run_1/clock_wires.png
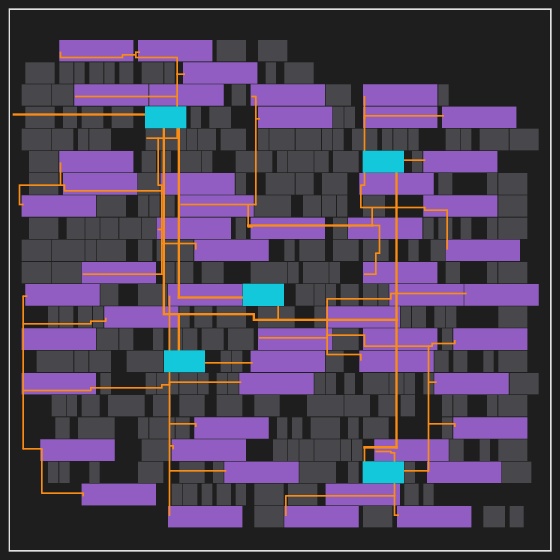
run_1/congestion_map.png
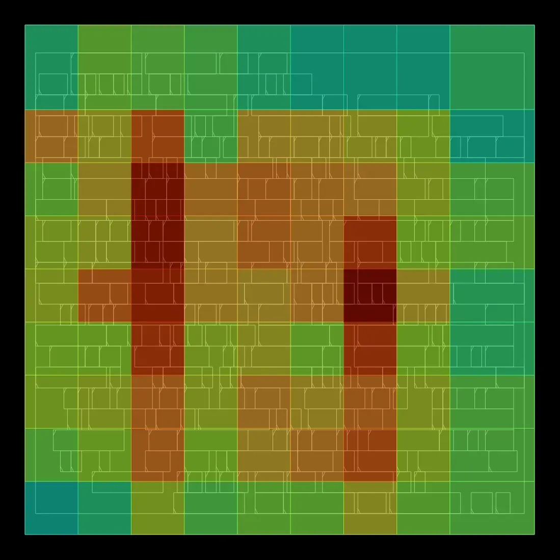
run_1/port_trees.png
Bar = 20 microns.
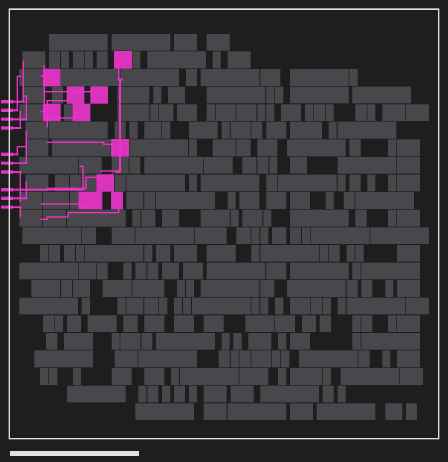
## src/rtl/bin2bcd_pkg.sv

```systemverilog
// Shared types and constants for the sequential binary-to-BCD converter
// and the seven-segment decoders that consume its digits.
package bin2bcd_pkg;

  localparam int DIGIT_W     = 4;
  localparam int ADD3_THRESH = 5;

  typedef enum logic [1:0] {IDLE, CONVERT, DONE} state_t;

  typedef logic [DIGIT_W-1:0] bcd_digit_t;

endpackage

```

## src/rtl/bcd_add3.sv

```systemverilog
// Double-dabble digit correction: a digit of 5 or more gets +3 so that the
// following left shift carries correctly into the next decimal digit.
module bcd_add3
  import bin2bcd_pkg::*;
(
  input  bcd_digit_t digit,
  output bcd_digit_t adjusted
);

  // Digits never exceed 12 after correction, so 4-bit wraparound cannot occur.
  assign adjusted = (digit >= bcd_digit_t'(ADD3_THRESH)) ? digit + bcd_digit_t'(3) : digit;

endmodule

```

## src/rtl/bin2bcd_seq.sv

```systemverilog
// Iterative shift-and-add-3 binary-to-BCD converter with start/busy/done handshake.
// Optional leading-zero blanking mask enabled by defining BIN2BCD_LZ_BLANK_EN.
module bin2bcd_seq
  import bin2bcd_pkg::*;
#(
  parameter int BIN_W  = 10,
  parameter int DIGITS = 4
) (
  input  logic                      clk,
  input  logic                      rst_n,
  input  logic                      start,
  input  logic [BIN_W-1:0]          bin,
  output logic                      busy,
  output logic                      done,
  output logic [4*DIGITS-1:0]       bcd,
  output logic                      overflow
`ifdef BIN2BCD_LZ_BLANK_EN
  ,
  output logic [DIGITS-1:0]         lz_mask
`endif
);

  localparam int BCD_W = DIGITS * DIGIT_W;
  localparam int SH_W  = BCD_W + BIN_W;
  localparam int CNT_W = $clog2(BIN_W + 1);
  localparam logic [BCD_W-1:0] ALL_NINES = {DIGITS{4'h9}};

  state_t            state;
  logic [SH_W-1:0]   shift_reg;
  logic [SH_W-1:0]   adjusted;
  logic [CNT_W-1:0]  count;
  logic              ovf;
  logic [BCD_W-1:0]  result;

  genvar gi;
  generate
    for (gi = 0; gi < DIGITS; gi++) begin : g_digit
      bcd_add3 u_add3 (
        .digit    (shift_reg[BIN_W + gi*DIGIT_W +: DIGIT_W]),
        .adjusted (adjusted [BIN_W + gi*DIGIT_W +: DIGIT_W])
      );
    end
  endgenerate

  assign adjusted[BIN_W-1:0] = shift_reg[BIN_W-1:0];
  assign result = ovf ? ALL_NINES : shift_reg[SH_W-1 -: BCD_W];

  always_ff @(posedge clk or negedge rst_n) begin
    if (!rst_n) begin
      state     <= IDLE;
      shift_reg <= '0;
      count     <= '0;
      ovf       <= 1'b0;
      busy      <= 1'b0;
      done      <= 1'b0;
      bcd       <= '0;
      overflow  <= 1'b0;
    end else begin
      done <= 1'b0;
      case (state)
        IDLE: begin
          if (start) begin
            shift_reg <= {{BCD_W{1'b0}}, bin};
            ovf       <= 1'b0;
            count     <= '0;
            busy      <= 1'b1;
            state     <= CONVERT;
          end
        end
        CONVERT: begin
          // A bit leaving the top digit means the value needs more digits than we have.
          shift_reg <= {adjusted[SH_W-2:0], 1'b0};
          if (adjusted[SH_W-1]) ovf <= 1'b1;
          count <= count + 1'b1;
          if (count == CNT_W'(BIN_W - 1)) state <= DONE;
        end
        DONE: begin
          bcd      <= result;
          overflow <= ovf;
          done     <= 1'b1;
          busy     <= 1'b0;
          state    <= IDLE;
        end
        default: state <= IDLE;
      endcase
    end
  end

`ifdef BIN2BCD_LZ_BLANK_EN
  localparam logic [DIGITS-1:0] LZ_RST = ~DIGITS'(1);
  logic [DIGITS-1:0] lz_next;

  // Digit 0 is never blanked so that zero still shows a single "0".
  assign lz_next[0] = 1'b0;
  generate
    for (gi = 1; gi < DIGITS; gi++) begin : g_lz
      assign lz_next[gi] = (result[BCD_W-1 : gi*DIGIT_W] == '0);
    end
  endgenerate

  always_ff @(posedge clk or negedge rst_n) begin
    if (!rst_n) begin
      lz_mask <= LZ_RST;
    end else if (state == DONE) begin
      lz_mask <= lz_next;
    end
  end
`endif

endmodule

```

## config.mk

```make
export PLATFORM = sky130hd
export DESIGN_NAME = bin2bcd_seq
export DESIGN_NICKNAME = d
export VERILOG_FILES = /design/src/rtl/bin2bcd_pkg.sv /design/src/rtl/bcd_add3.sv /design/src/rtl/bin2bcd_seq.sv
export SDC_FILE = /design/constraint.sdc
export NUM_CORES = 1
export LEC_CHECK = 0
export CAP_MARGIN = 40
export CORE_UTILIZATION = 60
export CTS_BUF_LIST = sky130_fd_sc_hd__clkbuf_2 sky130_fd_sc_hd__clkbuf_4 sky130_fd_sc_hd__clkbuf_8
export DETAILED_ROUTE_END_ITERATION = 7
export GPL_ROUTABILITY_DRIVEN = 0
export PLACE_DENSITY = 0.9
export SLEW_MARGIN = 5
export SYNTH_ARGS = -nofsm -noshare
export SYNTH_HDL_FRONTEND = slang
export SYNTH_HIERARCHICAL = 1
export SYNTH_SLANG_ARGS = --single-unit
```

## constraint.sdc

```tcl
create_clock -name clk -period 2.99 [get_ports clk]
set_clock_uncertainty 0.2 [all_clocks]
set_input_delay 0.897 -clock clk [delete_from_list [all_inputs] [get_ports clk]]
set_output_delay 0.897 -clock clk [all_outputs]
set_load 0.005 [all_outputs]
```

==> impl_metrics.py, run 1 <==
# Metrics from the implementation run
metrics = {
    "run_status": {
        "status": "completed",
    },
    "synthesis": {
        "async_flop_share": 1.00,
        "yosys_cells": 257,
        "adder_share": 0.0506,
        "ys_chip_area_sq_um": 2470,
        "ys.flops": 52,
        "ys_seq_frac": 0.526,
        "syn_inst": 257,
        "ys_top_cells_by_count": "nand2_1, dfrtp_1, o21ai_0",
    },
    "floorplan": {
        "die_w_microns": 66.2,
        "fp-row-count": 22,
        "die_y_microns": 66.2,
    },
    "final_layout": {
        "insertedDiodeCount": 0,
        "comb_area_sq_um": 1060,
        "nets": 310,
    },
    "clock_network": {
        "cts_hold_buf": 0,
        "cts.sinks": 52,
    },
    "grt": {
        "busiest_layer": "met2",
        "use_met3": 0.0466,
        "grt_start_max_net_pins": 53,
    },
    "route": {
        "ant_nets": 0,
        "first_iter_violations": 142,
        "route.vias.total": 1877,
        "drcViolationCount": 0,
    },
    "timing": {
        "fin_crit_sh": 0.765,
        "drv_slew": 0,
        "fin_tns_setup_ps": 0,
        "setup_viol": 0,
    },
    "hold_path": {
        "min_path_type": "reg -> reg",
    },
    "flow_run": {
        "maxCapViolCount": 0,
    },
    "power": {
        "powerDensity_nw_per_um2": 964,
        "p_leak_nw": 1.33,
    },
}
## Picture notes: clock_wires.png
legend:
  clock-net drivers:
    colour: cyan
    count: 5
  clock wires:
    colour: orange
    length: 586 microns
  flip-flops:
    colour: purple
    count: 52
flops lie: all over the die
routed clock nets: 6
Latency at later pin: 310 ps
Power Clock: 429 uW

## Picture notes: congestion_map.png
M1 GR Usage: 0.318
met2 Resource Use GR: 0.412
Total GRT Usage: 0.248
Layout Utilization: 0.765

## Picture notes: port_trees.png
legend:
  bin:
    colour: magenta
    direction: input
    edge: left
    end_cells: 10
    buffers: 10
    wire: 157 microns

run 1: where the power goes:
| part | internal [mW] | switching (mW) |
|---|---|---|
| registers | 0.951 | 0.280 |
| logic | 0.604 | 0.539 |
| clock network | 0.207 | 0.222 |
run 1: area by class of cell:
cell class,count,share of cell area
repair buffers,36,0.118
multi-input cells,179,0.363
well taps,48,0.0207
clock buffers,8,0.0336
inverters,13,0.0168
flip-flops and latches,52,0.448
run 1: worst max-delay path: stages:
cell	delay (ps)
clkdlybuf4s50_1	530
nor2b_1	540
a22oi_1	150
o21ai_0	200
run 1: kinds of logic (layout without fill, tap and decap cells):
family / after synthesis / in the layout
and+or+nand+nor: 86 / 86
AOI/OAI and AO/OA: 74 / 74
DFF: 52 / 52
buffers and inverters: 26 / 57
adders and majority gates: 10 / 10
muxes: 5 / 5
xor gates and xnor gates: 4 / 4
run 1: final timing paths:
kind                       cells after the start     start       endpoint  slack (ps)
max                                            4     start   shift_reg[1]         700
min                                            2    bcd[1]         bcd[1]         280
max reg2reg                                    3  state[0]   shift_reg[1]        1200
min reg2reg                                    2    bcd[1]         bcd[1]         280
max in group asynchronous                      2     rst_n         bcd[0]        1680
min in group asynchronous                      2     rst_n  shift_reg[22]         490
run 1: cells in the final DEF (no fill, tap or decap):
| master | netlist | routed |
|---|---|---|
| clkdlybuf4s50_1 | 0 | 30 |
| buf_4 | 0 | 5 |
| nand2_1 | 54 | 54 |
| mux2i_1 | 5 | 5 |
| a21oi_2 | 4 | 4 |
| dfrtp_1 | 52 | 52 |
| and2_1 | 1 | 1 |
| nor2b_1 | 4 | 4 |
| a22o_1 | 16 | 16 |
| a21oi_1 | 3 | 3 |
| clkbuf_8 | 0 | 6 |
| a22oi_1 | 10 | 10 |
| xnor2_1 | 4 | 4 |
| clkbuf_4 | 0 | 2 |
| buf_2 | 10 | 1 |
| o31ai_1 | 1 | 1 |
| o21ai_0 | 33 | 33 |
| nand2b_1 | 9 | 9 |
| o21bai_2 | 0 | 1 |
| o21ai_1 | 4 | 4 |
| nand3_1 | 1 | 1 |
| nor2_1 | 16 | 16 |
| a32o_1 | 1 | 1 |
| clkinv_1 | 1 | 1 |
| nor3_1 | 1 | 1 |
| ha_1 | 10 | 10 |
| o22ai_1 | 1 | 1 |
| inv_1 | 12 | 12 |
run 1: per-stage QoR:
step	worst slack [ps]	power, mW	area (sq um)	utilization
after CTS	712	2.81	2910	0.765
final	702	2.80	2910	0.765
after global placement	515	2.30	2810	0.739
after floorplan	1280	2.00	2470	-
after detailed placement	412	2.38	2810	0.739
after global routing	576	3.02	2910	0.765
run 1: routing by layer:
metal | share of wire | vias to the layer above
met5 | 0 | -
li1 | - | 928
met4 | 0.022 | 0
met1 | 0.46 | 872
met2 | 0.47 | 67
met3 | 0.050 | 10
run_1/ff_map.png
Other sequential cells in the stronger grey, the rest of the logic in the fainter grey.
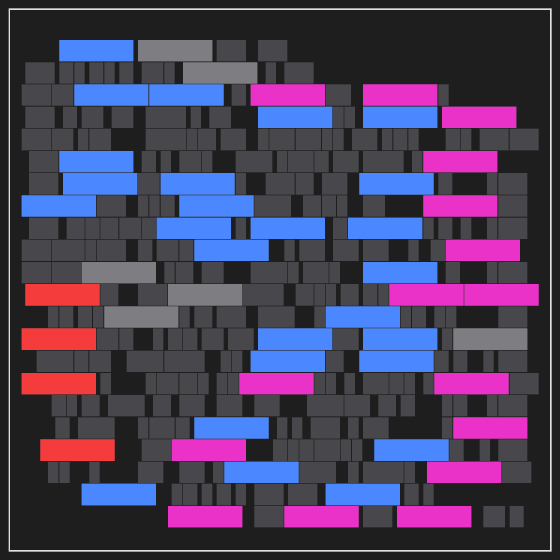

==> run 2: changes to the inputs <==
--- a/config.mk
+++ b/config.mk
@@ -6,11 +6,11 @@
 export NUM_CORES = 1
 export LEC_CHECK = 0
 export CAP_MARGIN = 40
-export CORE_UTILIZATION = 60
+export CORE_UTILIZATION = 57
 export CTS_BUF_LIST = sky130_fd_sc_hd__clkbuf_2 sky130_fd_sc_hd__clkbuf_4 sky130_fd_sc_hd__clkbuf_8
 export DETAILED_ROUTE_END_ITERATION = 7
 export GPL_ROUTABILITY_DRIVEN = 0
-export PLACE_DENSITY = 0.9
+export PLACE_DENSITY = 0.86
 export SLEW_MARGIN = 5
 export SYNTH_ARGS = -nofsm -noshare
 export SYNTH_HDL_FRONTEND = slang
==> constraint.sdc (replaced) <==
create_clock -name clk -period 2.3 [get_ports clk]
set_clock_uncertainty 0.2 [all_clocks]
set_input_delay 0.69 -clock clk [delete_from_list [all_inputs] [get_ports clk]]
set_output_delay 0.69 -clock clk [all_outputs]
set_load 0.005 [all_outputs]
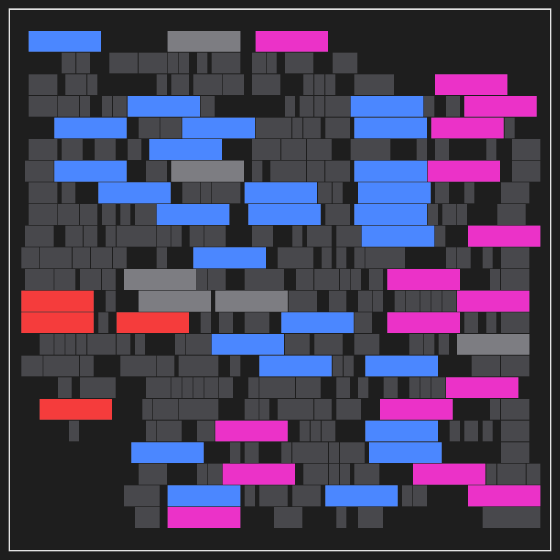
run_2/ff_map.png
Other sequential cells in the stronger grey, the rest of the logic in the fainter grey.
legend:
  bcd:
    colour: magenta
    sequential_cells: 16
  shift_reg:
    colour: blue
    sequential_cells: 26
  count:
    colour: red
    sequential_cells: 4
    where: middle left
P_seq: 1.60 mW
Layout Utilization: 0.716
register area: 1300 sq um

==> run 2 against run 1 <==
Sequential power up about 30%. Non-clock buffer count up 1. Synthesized cell count unchanged. Worst hold slack worse by 110 ps. Register-to-register slack worse by 590 ps. Die size up 5.1%. Critical path depth down 3. Critical endpoint is now busy.
==> impl_metrics.py, run 2 <==
# Metrics from the implementation run
metrics = {
    "synthesis": {
        "syn_inst": 257,
        "yosys_cells": 257,
        "ys_top_cells_by_count": "nand2_1, dfrtp_1, o21ai_0",
        "ys_seq_frac": 0.526,
        "most_common_cell": "nand2_1",
        "async_flop_share": 1.00,
        "syn-num-nets": 280,
        "ys.flops": 52,
        "ys_chip_area_sq_um": 2470,
    },
    "floorplan": {
        "io_pins": 32,
        "die_y_microns": 67.9,
        "die_w_microns": 67.9,
        "fp-row-count": 23,
    },
    "critical_path": {
        "critical_path_cell_count": 1,
        "crit_chain": "clkdlybuf4s50_1",
        "cp_slowest_stage_delay_ps": 510,
        "crit_family": "buffers and inverters",
        "crit_buf_inv": 1,
        "slowest_stage": "clkdlybuf4s50_1",
        "rr_worst_depth": 5,
    },
    "final_layout": {
        "areaGrowthSynthToFinish_pct": 18.4,
        "nets": 311,
        "insertedDiodeCount": 0,
        "fin_area_sq_um": 2930,
        "largest_reg_flops": 26,
        "layout_top_cell": "nand2_1",
        "lay_top_cells": "nand2_1, dfrtp_1, o21ai_0",
    },
    "run_status": {
        "status": "completed",
    },
    "clock_network": {
        "cts.sinks": 52,
        "htreeDepth": 2,
        "clkTransAtPathRegs_ps": 90,
        "cts_hold_buf": 0,
        "clk_latency_ps": 300,
    },
    "timing": {
        "fin_crit_sh": 0.894,
        "fin_tns_setup_ps": 0,
        "setup_viol": 0,
        "drv_slew": 0,
    },
    "route": {
        "first_iter_violations": 104,
        "drcViolationCount": 0,
        "route.vias.total": 1878,
        "ant_nets": 0,
    },
    "power": {
        "powerDensity_nw_per_um2": 1230,
        "p_leak_nw": 1.33,
    },
    "grt": {
        "track_usage": 0.229,
        "grt_start_max_net_pins": 53,
        "grt_first_pass_wirelength_mm": 7.72,
    },
    "place": {
        "place_ws_ps": 228,
        "post_dp_cell_area_sq_um": 2830,
    },
    "hold_path": {
        "min_path_type": "in -> async",
    },
    "flow_run": {
        "maxCapViolCount": 0,
    },
}
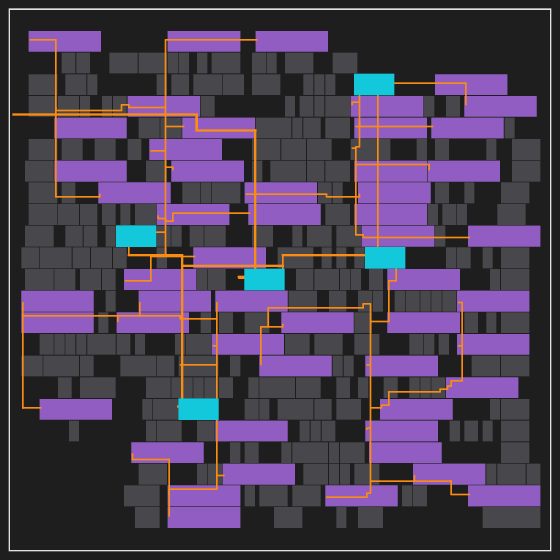
run_2/clock_wires.png
legend:
  flip-flops:
    colour: purple
    count: 52
  clock-net drivers:
    colour: cyan
    count: 5
  clock wires:
    colour: orange
    length: 537 microns
flops lie: all over the die

-- run 2: final timing paths --
path                                from            end  slack [ps]
max                                 busy           busy         240
min reg2reg                       bcd[0]         bcd[0]         280
max reg2reg                shift_reg[18]  shift_reg[20]         610
max in group asynchronous          rst_n  shift_reg[13]        1500
min                                rst_n         bcd[9]         170
min in group clk                  bcd[0]         bcd[0]         280
-- run 2: through the flow --
stage	hold slack, ps	cells	utilization	power (mW)
after floorplan	194	257	-	2.60
after global placement	259	331	0.693	2.99
after detailed placement	271	331	0.693	3.09
after CTS	180	338	0.716	3.64
after global routing	182	338	0.716	3.92
final	171	338	0.716	3.61
-- run 2: layer usage --
layer,global-route usage,share of wire,vias up
met3,0.0533,0.028,4
met1,0.276,0.45,919
met4,0.0833,0.0079,0
met5,0,0,-
met2,0.400,0.52,34
li1,-,-,921
-- run 2: area by class of cell --
class,count,area (sq um),area share
clock buffers,7,96.3,0.0329
inverters,13,48.8,0.0167
multi-input cells,179,1060,0.361
flip-flops and latches,52,1300,0.444
well taps,50,62.6,0.0214
repair buffers,37,363,0.124
-- run 2: where the power goes --
part / total (mW) / internal [mW] / switching, mW
logic: 1.47 / 0.789 / 0.683
registers: 1.60 / 1.24 / 0.361
clock network: 0.543 / 0.268 / 0.275
-- run 2: cell families (layout without fill, tap and decap cells) --
kind of cell	after synthesis	count (layout)	synth area share
XOR/XNOR	4	4	0.0142
AND/OR/NAND/NOR	86	86	0.146
multiplexers	5	5	0.0202
AND-OR/OR-AND	74	74	0.195
adder cells (fa/ha/maj)	10	10	0.0506
flip-flops	52	52	0.526
buffers and inverters	26	57	0.0481
==> run 3: changes to the inputs <==
--- a/config.mk
+++ b/config.mk
@@ -5,6 +5,7 @@
 export SDC_FILE = /design/constraint.sdc
 export NUM_CORES = 1
 export LEC_CHECK = 0
+export ABC_CLOCK_PERIOD_IN_PS = 2300
 export CAP_MARGIN = 40
 export CORE_UTILIZATION = 57
 export CTS_BUF_LIST = sky130_fd_sc_hd__clkbuf_2 sky130_fd_sc_hd__clkbuf_4 sky130_fd_sc_hd__clkbuf_8
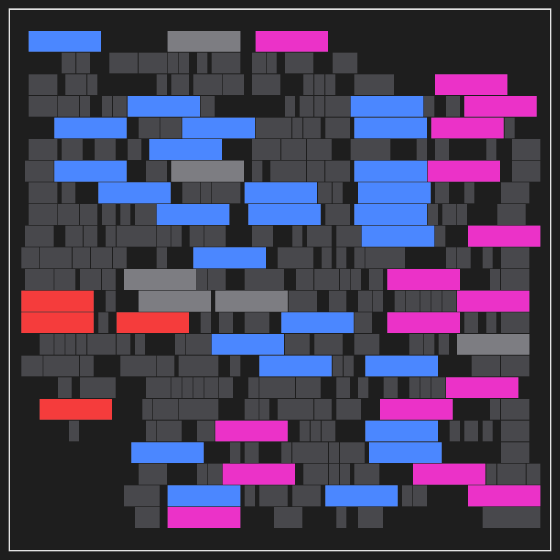
run_3/ff_map.png
Other sequential cells in the stronger grey, the rest of the logic in the fainter grey.
Seq area share: 0.444

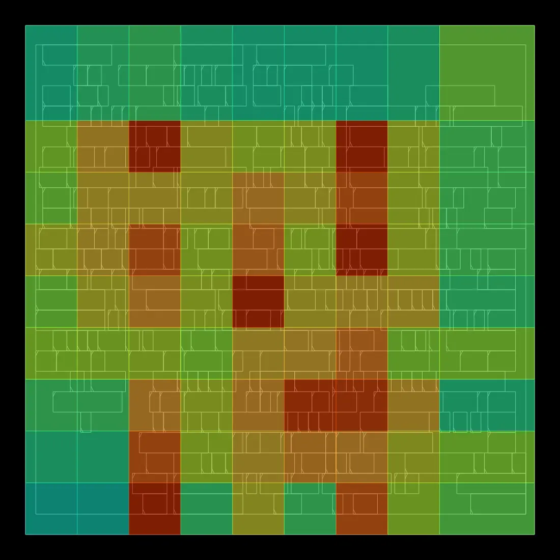
run_3/congestion_map.png
WL per Instance: 13.5 microns
Total GRT Usage: 0.229
met3 GRT Util: 0.0533
met2 Resource Use GR: 0.400

==> run 3 against run 2 <==
Routed wire length did not move. Non-clock buffer count unchanged. Final cell count unchanged. Global-route usage unchanged. Combinational power about the same. Worst hold slack did not move. Via count unchanged. Worst setup slack unchanged. Critical path depth is the same. Critical path type unchanged. Largest power group unchanged.
==> impl_metrics.py, run 3 <==
# Metrics from the implementation run
metrics = {
    "run_status": {
        "status": "completed",
    },
    "synthesis": {
        "syn-num-nets": 280,
        "ys.flops": 52,
        "async_flop_share": 1.00,
        "syn_inst": 257,
        "most_common_cell": "nand2_1",
        "ys_chip_area_sq_um": 2470,
    },
    "clock_network": {
        "clk_latency_ps": 300,
        "cts.sinks": 52,
        "htreeDepth": 2,
    },
    "power": {
        "p_leak_nw": 1.33,
        "seqPwrFrac": 0.442,
        "p_comb_frac": 0.407,
        "p_sw_frac": 0.365,
        "powerDensity_nw_per_um2": 1230,
    },
    "floorplan": {
        "die_y_microns": 67.9,
    },
    "timing": {
        "drv_slew": 0,
        "setup_viol": 0,
        "fin_tns_setup_ps": 0,
    },
    "final_layout": {
        "areaGrowthSynthToFinish_pct": 18.4,
        "nets": 311,
        "insertedDiodeCount": 0,
        "largest_reg_flops": 26,
        "lay_top_cells": "nand2_1, dfrtp_1, o21ai_0",
        "final-seq-area_sq_um": 1300,
        "comb_area_sq_um": 1060,
    },
    "route": {
        "route.vias.total": 1878,
        "first_iter_violations": 104,
        "ant_nets": 0,
        "drcViolationCount": 0,
    },
    "hold_path": {
        "min_path_type": "in -> async",
    },
    "grt": {
        "grt_first_pass_wirelength_mm": 7.72,
        "grt_start_max_net_pins": 53,
    },
    "critical_path": {
        "crit_family": "buffers and inverters",
        "crit_chain": "clkdlybuf4s50_1",
    },
    "flow_run": {
        "maxCapViolCount": 0,
    },
    "place": {
        "post_dp_cell_area_sq_um": 2830,
    },
}
==> run 3: cell counts in the layout (fill, tap and decap cells not counted) <==
Identical to the previous run, type by type.
==> run 3: worst paths after layout <==
check / from / endpoint / slack, ps / depth (start not counted)
hold / removal: rst_n / bcd[9] / 170 / 2
hold reg to reg: bcd[0] / bcd[0] / 280 / 2
setup reg to reg: shift_reg[18] / shift_reg[20] / 610 / 5
min in group clk: bcd[0] / bcd[0] / 280 / 2
setup / recovery: busy / busy / 240 / 1
max in group asynchronous: rst_n / shift_reg[13] / 1500 / 2
==> run 3: cell type report <==
cell class              count  share of cell area
clock buffers               7              0.0329
repair buffers             37               0.124
flip-flops and latches     52               0.444
inverters                  13              0.0167
multi-input cells         179               0.361
well taps                  50              0.0214
==> run 3: per-stage QoR <==
| stage | power [mW] | hold slack (ps) | utilization | std cells | setup WS (ps) |
|---|---|---|---|---|---|
| final | 3.61 | 171 | 0.716 | 338 | 244 |
| after global routing | 3.92 | 182 | 0.716 | 338 | 179 |
| after CTS | 3.64 | 180 | 0.716 | 338 | 222 |
| after detailed placement | 3.09 | 271 | 0.693 | 331 | 228 |
| after global placement | 2.99 | 259 | 0.693 | 331 | 275 |
| after floorplan | 2.60 | 194 | - | 257 | 757 |
==> run 3: worst reg2reg max path, cell delays in order, from the launching register on <==
cell and delay (ps):
dfrtp_1 460, ha_1 220, nand2b_1 170, a21oi_2 210, mux2i_1 230, a22o_1 150
==> run 3: logic make-up (layout without fill, tap and decap cells) <==
family / count (synthesis) / after routing / synth area share
buf+inv: 26 / 57 / 0.0481
flops: 52 / 52 / 0.526
compound gates: 74 / 74 / 0.195
mux: 5 / 5 / 0.0202
simple gates: 86 / 86 / 0.146
fa+ha+maj: 10 / 10 / 0.0506
xor+xnor: 4 / 4 / 0.0142
==> run 3: power by group through the flow <==
stage	registers, mW	logic [mW]	clock network [mW]
after global placement	1.60	1.39	0
after floorplan	1.50	1.10	0
after CTS	1.60	1.49	0.555
after detailed placement	1.61	1.47	0
after global routing	1.66	1.66	0.593
final	1.60	1.47	0.543
==> run 3: metal layers <==
metal / share of wire / track usage
met3: 0.028 / 0.0533
met2: 0.52 / 0.400
met5: 0 / 0
met1: 0.45 / 0.276
met4: 0.0079 / 0.0833
Power and IR drop assume default switching activity.
